$ cat src/rtl/dffram_ctrl_pkg.sv
// rtl/dffram_ctrl_pkg.sv - shared types, constants and address helpers for the DFFRAM burst controller
package dffram_ctrl_pkg;

    localparam int AW           = 8;
    localparam int WSIZE        = 2;
    localparam int DW           = WSIZE * 8;
    localparam int RAM_AW       = 10;
    localparam int RD_BUF_DEPTH = 2;

    typedef enum logic [1:0] {
        IDLE  = 2'd0,
        WRITE = 2'd1,
        READ  = 2'd2,
        DRAIN = 2'd3
    } state_t;

    // A wrap window needs a power-of-two beat count of at least two; anything else runs linear.
    function automatic logic wrap_len_ok(input logic [AW-1:0] len);
        logic [AW:0] beats;
        beats = {1'b0, len} + (AW+1)'(1);
        return (len != '0) && ((beats & (beats - (AW+1)'(1))) == '0);
    endfunction

    // Next word address: low bits selected by the mask roll over inside the aligned window.
    function automatic logic [AW-1:0] next_addr(input logic [AW-1:0] addr,
                                                input logic [AW-1:0] mask,
                                                input logic          wrap);
        logic [AW-1:0] inc;
        inc = addr + AW'(1);
        if (wrap) begin
            return (addr & ~mask) | (inc & mask);
        end
        return inc;
    endfunction

endpackage

$ cat src/rtl/dffram_rd_buf.sv
// rtl/dffram_rd_buf.sv - two-entry read data buffer holding data word plus last flag
module dffram_rd_buf
    import dffram_ctrl_pkg::*;
(
    input  logic          clk_i,
    input  logic          rst_i,
    input  logic          push,
    input  logic [DW-1:0] push_data,
    input  logic          push_last,
    input  logic          pop,
    output logic [DW-1:0] head_data,
    output logic          head_last,
    output logic [1:0]    count,
    output logic          empty
);

    logic [DW:0] mem [RD_BUF_DEPTH];
    logic        wr_ptr;
    logic        rd_ptr;
    logic [1:0]  cnt;
    logic        do_push;
    logic        do_pop;

    // Guard against overflow/underflow so a stray strobe cannot corrupt the pointers.
    always_comb begin
        do_push   = push && (cnt != 2'(RD_BUF_DEPTH));
        do_pop    = pop && (cnt != 2'd0);
        head_data = mem[rd_ptr][DW-1:0];
        head_last = mem[rd_ptr][DW];
        count     = cnt;
        empty     = (cnt == 2'd0);
    end

    // Entry storage and pointer/count bookkeeping; reset flushes the buffer.
    always_ff @(posedge clk_i) begin
        if (rst_i) begin
            wr_ptr <= 1'b0;
            rd_ptr <= 1'b0;
            cnt    <= 2'd0;
        end else begin
            if (do_push) begin
                mem[wr_ptr] <= {push_last, push_data};
                wr_ptr      <= ~wr_ptr;
            end
            if (do_pop) begin
                rd_ptr <= ~rd_ptr;
            end
            case ({do_push, do_pop})
                2'b10:   cnt <= cnt + 2'd1;
                2'b01:   cnt <= cnt - 2'd1;
                default: cnt <= cnt;
            endcase
        end
    end

endmodule

$ cat src/rtl/dffram_burst_ctrl.sv
// rtl/dffram_burst_ctrl.sv - burst initiator for the 256x16 DFFRAM port; DFFRAM_CTRL_WRAP_EN adds wrap bursts
module dffram_burst_ctrl
    import dffram_ctrl_pkg::*;
(
    input  logic              clk_i,
    input  logic              rst_i,
    input  logic              req_valid_i,
    output logic              req_ready_o,
    input  logic              req_write_i,
    input  logic [AW-1:0]     req_addr_i,
    input  logic [AW-1:0]     req_len_i,
`ifdef DFFRAM_CTRL_WRAP_EN
    input  logic              req_wrap_i,
`endif
    input  logic              wdata_valid_i,
    output logic              wdata_ready_o,
    input  logic [DW-1:0]     wdata_i,
    input  logic [WSIZE-1:0]  wstrb_i,
    output logic              rdata_valid_o,
    input  logic              rdata_ready_i,
    output logic [DW-1:0]     rdata_o,
    output logic              rdata_last_o,
    output logic              done_o,
    output logic              busy_o,
    output logic              EN0,
    output logic [WSIZE-1:0]  WE0,
    output logic [RAM_AW-1:0] A0,
    output logic [DW-1:0]     Di0,
    input  logic [DW-1:0]     Do0
);

    state_t        state;
    logic [AW-1:0] addr_q;
    logic [AW-1:0] beats_left_q;
    logic [AW-1:0] len_mask_q;
    logic          wrap_q;
    logic          inflight_q;
    logic          inflight_last_q;
    logic          done_q;

    logic [DW-1:0] head_data;
    logic          head_last;
    logic [1:0]    buf_count;
    logic          buf_empty;

    logic          wrap_req;
    logic          req_fire;
    logic          wr_fire;
    logic          rd_avail;
    logic          rd_pop;
    logic          rd_issue;
    logic          ram_en;
    logic [2:0]    occupancy;

`ifdef DFFRAM_CTRL_WRAP_EN
    assign wrap_req = req_wrap_i;
`else
    assign wrap_req = 1'b0;
`endif

    // Handshakes, read issue throttle and RAM port drive; everything is forced quiet while rst_i is high.
    always_comb begin
        req_ready_o   = (state == IDLE) && !rst_i;
        busy_o        = (state != IDLE) && !rst_i;
        wdata_ready_o = (state == WRITE) && !rst_i;
        done_o        = done_q && !rst_i;

        rd_avail      = ((state == READ) || (state == DRAIN)) && !buf_empty && !rst_i;
        rdata_valid_o = rd_avail;
        rdata_o       = head_data;
        rdata_last_o  = rd_avail && head_last;
        rd_pop        = rd_avail && rdata_ready_i;

        req_fire      = req_valid_i && req_ready_o;
        wr_fire       = wdata_ready_o && wdata_valid_i;

        // Words already in the RAM pipe plus words parked in the buffer, less the one leaving now.
        occupancy     = {2'b00, inflight_q} + {1'b0, buf_count} - {2'b00, rd_pop};
        rd_issue      = (state == READ) && !rst_i && (occupancy < 3'd2);

        ram_en        = wr_fire || rd_issue;
        EN0           = ram_en;
        WE0           = wr_fire ? wstrb_i : '0;
        A0            = ram_en ? {{(RAM_AW-AW){1'b0}}, addr_q} : '0;
        Di0           = wr_fire ? wdata_i : '0;
    end

    // Read data returns one cycle after issue; the buffer absorbs it while the consumer stalls.
    dffram_rd_buf u_rd_buf (
        .clk_i     (clk_i),
        .rst_i     (rst_i),
        .push      (inflight_q),
        .push_data (Do0),
        .push_last (inflight_last_q),
        .pop       (rd_pop),
        .head_data (head_data),
        .head_last (head_last),
        .count     (buf_count),
        .empty     (buf_empty)
    );

    // Burst sequencing FSM: captures the request, walks addresses and beats, pulses done at the end.
    always_ff @(posedge clk_i) begin
        if (rst_i) begin
            state           <= IDLE;
            addr_q          <= '0;
            beats_left_q    <= '0;
            len_mask_q      <= '0;
            wrap_q          <= 1'b0;
            inflight_q      <= 1'b0;
            inflight_last_q <= 1'b0;
            done_q          <= 1'b0;
        end else begin
            done_q          <= 1'b0;
            inflight_q      <= rd_issue;
            inflight_last_q <= rd_issue && (beats_left_q == '0);
            case (state)
                IDLE: begin
                    if (req_fire) begin
                        addr_q       <= req_addr_i;
                        beats_left_q <= req_len_i;
                        len_mask_q   <= req_len_i;
                        wrap_q       <= wrap_req && wrap_len_ok(req_len_i);
                        state        <= req_write_i ? WRITE : READ;
                    end
                end
                WRITE: begin
                    if (wr_fire) begin
                        addr_q <= next_addr(addr_q, len_mask_q, wrap_q);
                        if (beats_left_q == '0) begin
                            state  <= IDLE;
                            done_q <= 1'b1;
                        end else begin
                            beats_left_q <= beats_left_q - AW'(1);
                        end
                    end
                end
                READ: begin
                    if (rd_issue) begin
                        addr_q <= next_addr(addr_q, len_mask_q, wrap_q);
                        if (beats_left_q == '0) begin
                            state <= DRAIN;
                        end else begin
                            beats_left_q <= beats_left_q - AW'(1);
                        end
                    end
                end
                DRAIN: begin
                    // The final word carries the last flag, so its pop also means nothing is left in flight.
                    if (rd_pop && head_last) begin
                        state  <= IDLE;
                        done_q <= 1'b1;
                    end
                end
                default: state <= IDLE;
            endcase
        end
    end

endmodule

$ cat config.mk
export PLATFORM = sky130hd
export DESIGN_NAME = dffram_burst_ctrl
export DESIGN_NICKNAME = d
export VERILOG_FILES = /design/src/rtl/dffram_ctrl_pkg.sv /design/src/rtl/dffram_rd_buf.sv /design/src/rtl/dffram_burst_ctrl.sv
export SDC_FILE = /design/constraint.sdc
export NUM_CORES = 1
export LEC_CHECK = 0
export ABC_AREA = 1
export CAP_MARGIN = 20
export CORE_MARGIN = 3
export CORE_UTILIZATION = 47
export CTS_BUF_LIST = sky130_fd_sc_hd__clkbuf_4 sky130_fd_sc_hd__clkbuf_8
export DETAILED_ROUTE_END_ITERATION = 10
export GPL_TIMING_DRIVEN = 0
export PLACE_DENSITY = 0.82
export SYNTH_ARGS = -nofsm -noshare
export SYNTH_HDL_FRONTEND = slang
export SYNTH_SLANG_ARGS = --single-unit
$ cat constraint.sdc
create_clock -name clk_i -period 3.6 [get_ports clk_i]
set_input_delay 0.72 -clock clk_i [delete_from_list [all_inputs] [get_ports clk_i]]
set_output_delay 0.72 -clock clk_i [all_outputs]
set_load 0.05 [all_outputs]
==> results.py <==
# Physical implementation metrics
metrics = {
    "timing": {
        "setup_violations": 8,
        "worst_pin_slew_ns": 0.792,
        "setup_ws_ns": -0.0626,
        "finalCriticalPeriod_ns": 3.66,
        "slew_headroom_pct": 47.0,
        "final_max_slew_viol_count": 0,
        "rsz0062_at_grt": "yes",
        "hold_slack_ns": 0.466,
        "skew_ns": 0.00842,
    },
    "setup_path": {
        "crit_end": "A0[6]",
        "reg2reg_to": "addr_q[3]$_SDFFE_PP0P_",
        "timing.rr.start": "state[0]$_SDFFE_PP0P_",
        "ff2ff_path_depth": 19,
    },
    "placed_design": {
        "dp_hpwl_um": 6210,
        "post-place-ws_ns": -0.899,
        "gp_congestion": 0.900,
    },
    "route": {
        "drtIter0Drc": 163,
    },
    "clocking": {
        "cts_tree": "yes",
        "cts_buffer_depth": 2,
        "numCtsBuffers": 9,
        "cts_hold_buf": 0,
    },
    "final_layout": {
        "comb-cell-share_pct": 30.6,
        "sh_seq_area_pct": 31.8,
        "inv_count": 57,
        "lay_top_count": "nand2_1",
        "logic_area_um2": 1490,
        "final_cell_mix": "nand2_1, clkdlybuf4s50_1, nor2_1",
        "area_growth_pct": 52.5,
        "logic_gates": 286,
        "fillers": 467,
    },
    "yosys": {
        "ys_cells": 416,
        "ys_warn_count": 0,
        "netlist_instances": 416,
    },
    "worst_hold_path": {
        "min-delay-start": "inflight_last_q$_SDFF_PP0_",
        "hold_class": "reg -> reg",
        "hold_end": "u_rd_buf.mem[0][16]$_DFFE_PP_",
        "hold_depth": 0,
    },
    "grt": {
        "grt_pass1_vias": 3006,
        "grt_antenna_before_repair": 0,
    },
    "run": {
        "max_cap_viol_count": 0,
    },
    "outcome": {
        "outcome": "finished, violations left",
        "violations": "negative setup slack",
    },
    "floorplanning": {
        "die-area_um2": 7800,
    },
}
==> synthesized netlist by cell type <==
master,count,area [µm²]
nor2_8,1,20.0
buf_4,4,30.0
buf_2,3,15.0
nor2_4,1,11.3
and2_1,1,6.26
o21ai_0,18,90.1
nor3_1,1,5.00
clkbuf_1,4,15.0
nand2_2,3,18.8
a21oi_2,2,17.5
or2_2,1,6.26
clkinv_1,1,3.75
a31oi_1,2,12.5
o31ai_1,1,7.51
nand2_1,127,477
dfxtp_1,26,521
clkinv_4,1,8.76
nand3_1,17,85.1
nand2_4,1,11.3
fa_1,1,20.0
nor2_2,4,25.0
clkbuf_8,1,13.8
nor2_1,73,274
nand3_4,1,17.5
o22ai_1,1,6.26
a21oi_1,14,70.1
nand4_1,3,18.8
buf_6,1,11.3
xor2_1,2,17.5
nand4_4,1,21.3
ha_1,7,87.6
a21boi_0,1,7.51
buf_1,1,3.75
conb_1,1,3.75
inv_1,55,206
edfxtp_1,34,1020
==> registers in the layout (all words and copies together) (netlist names), named ones only <==
| signal | cells |
|---|---|
| u_rd_buf.count | 2 |
| u_rd_buf.mem | 34 |
| inflight_q | 1 |
| state | 2 |
| u_rd_buf.wr_ptr | 1 |
| beats_left_q | 8 |
| u_rd_buf.rd_ptr | 1 |
| done_q | 1 |
| inflight_last_q | 1 |
| addr_q | 8 |
==> through the flow <==
stage | util [%] | cells | total power (µW)
global route | 75.3 | 629 | 3340
CTS | 74.3 | 625 | 3080
floorplan | - | 417 | 2040
finish | 75.3 | 629 | 3110
detailed placement | 68.9 | 599 | 2420
global placement | 68.7 | 597 | 2370
==> per-layer routing <==
layer | global-route usage [%] | routed length (µm)
met2 | 42.6 | 4560
met1 | 25.2 | 3410
met3 | 4.84 | 431
met4 | 5.77 | 93
met5 | 0 | 0
==> report_power, final <==
part	internal [µW]	switching (µW)	leakage, µW
Combinational	585	997	0.00165
Sequential	840	98.3	0.000522
Clock	315	273	0.0000926
==> kinds of logic (layout without fill, tap and decap cells) <==
logic type | Yosys count | after routing | synth area share [%]
AND/OR/NAND/NOR | 235 | 235 | 31.3
buffers and inverters | 71 | 206 | 9.66
adder cells (fa/ha/maj) | 8 | 8 | 3.38
flip-flops | 60 | 60 | 48.4
AND-OR/OR-AND | 39 | 39 | 6.64
other | 1 | 2 | 0.118
XOR/XNOR | 2 | 2 | 0.550
==> critical path: stages, from the launching register on <==
cell and delay [ns]:
dfxtp_4 0.39, inv_4 0.05, ha_4 0.16, nor2_4 0.12, nor2_4 0.04, nand2_2 0.08
clkinvlp_4 0.11, nand2_4 0.09, buf_6 0.11, nor2_4 0.03, fa_1 0.53, nand2_2 0.07
nor2_2 0.11, nand2_2 0.11, nand2_8 0.08, clkinvlp_4 0.11, buf_12 0.16, nor2_4 0.11
buf_8 0.15
==> timing repair <==
item                       CTS  global route
resized                     75            16
pin swaps                   10             1
buffers inserted            10             4
setup endpoints to repair    9            19
**Placed cells, one colour a class**

Scale bar: 20 µm. Fill, decap, tap and diode cells in grey.
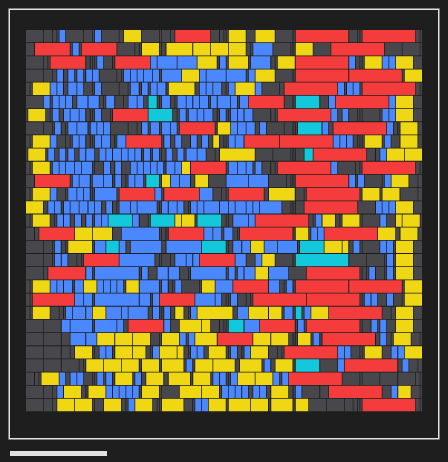
| colour | class | cells | share of their area |
|---|---|---|---|
| red | flops | 60 | 32% |
| yellow | other buffers and delay cells | 133 | 27% |
| cyan | clock drivers and dummy loads | 16 | 4.0% |
| blue | combinational and other logic | 343 | 36% |
Rows: 29
Final Instance Area: 4860 µm²
Finished Core Util: 75.3%

**Routing congestion map**

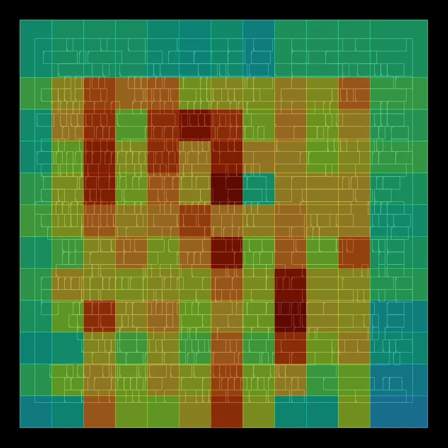
grt met3 use: 4.84%
routing usage on met2: 42.6%
Avg WL per Cell: 13.5 µm

**Cell density map**

The die is cut into 9 by 9 equal tiles; white is low, dark blue is high, 0 to 100% covered.
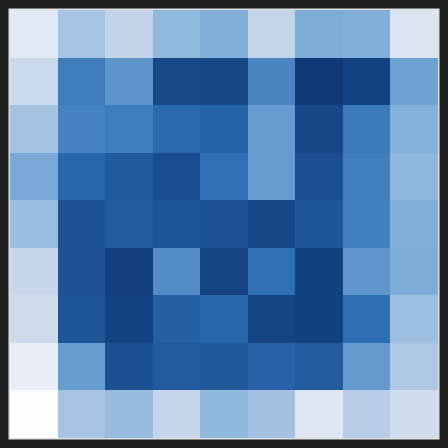
fullest tile: 96%
tiles over 75% full: 40%
mean over tiles: 61%
nearly empty tiles: 1.2%
densest ninth of the die: centre
core area: 6460 µm²
FP Util: 49.3%

**Signal wires on met1**

Supply wires on this layer in grey.
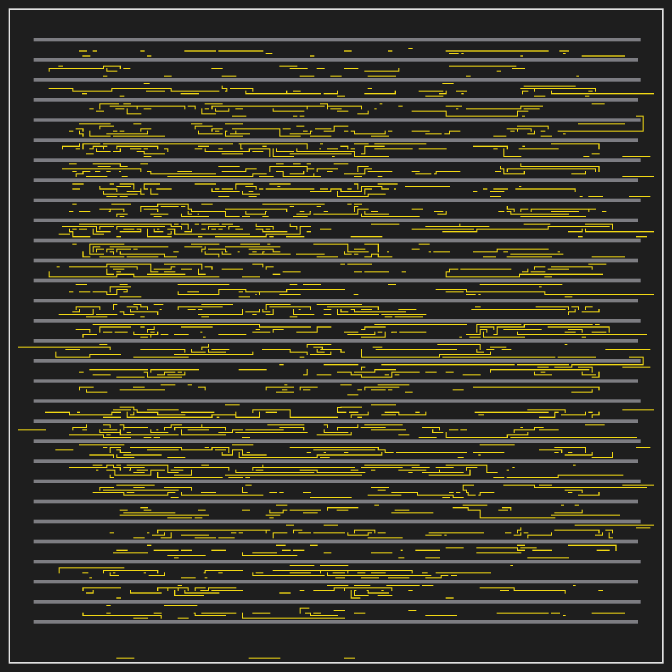
wire length on this layer: 3410 µm
longest straight run: 22.5 µm
share of all routed wire: 40%
total number of vias: 3047
final WL: 8500 µm
M1 GR Usage: 25.2%

No activity file was given, so power comes from the tool's default toggle rates.
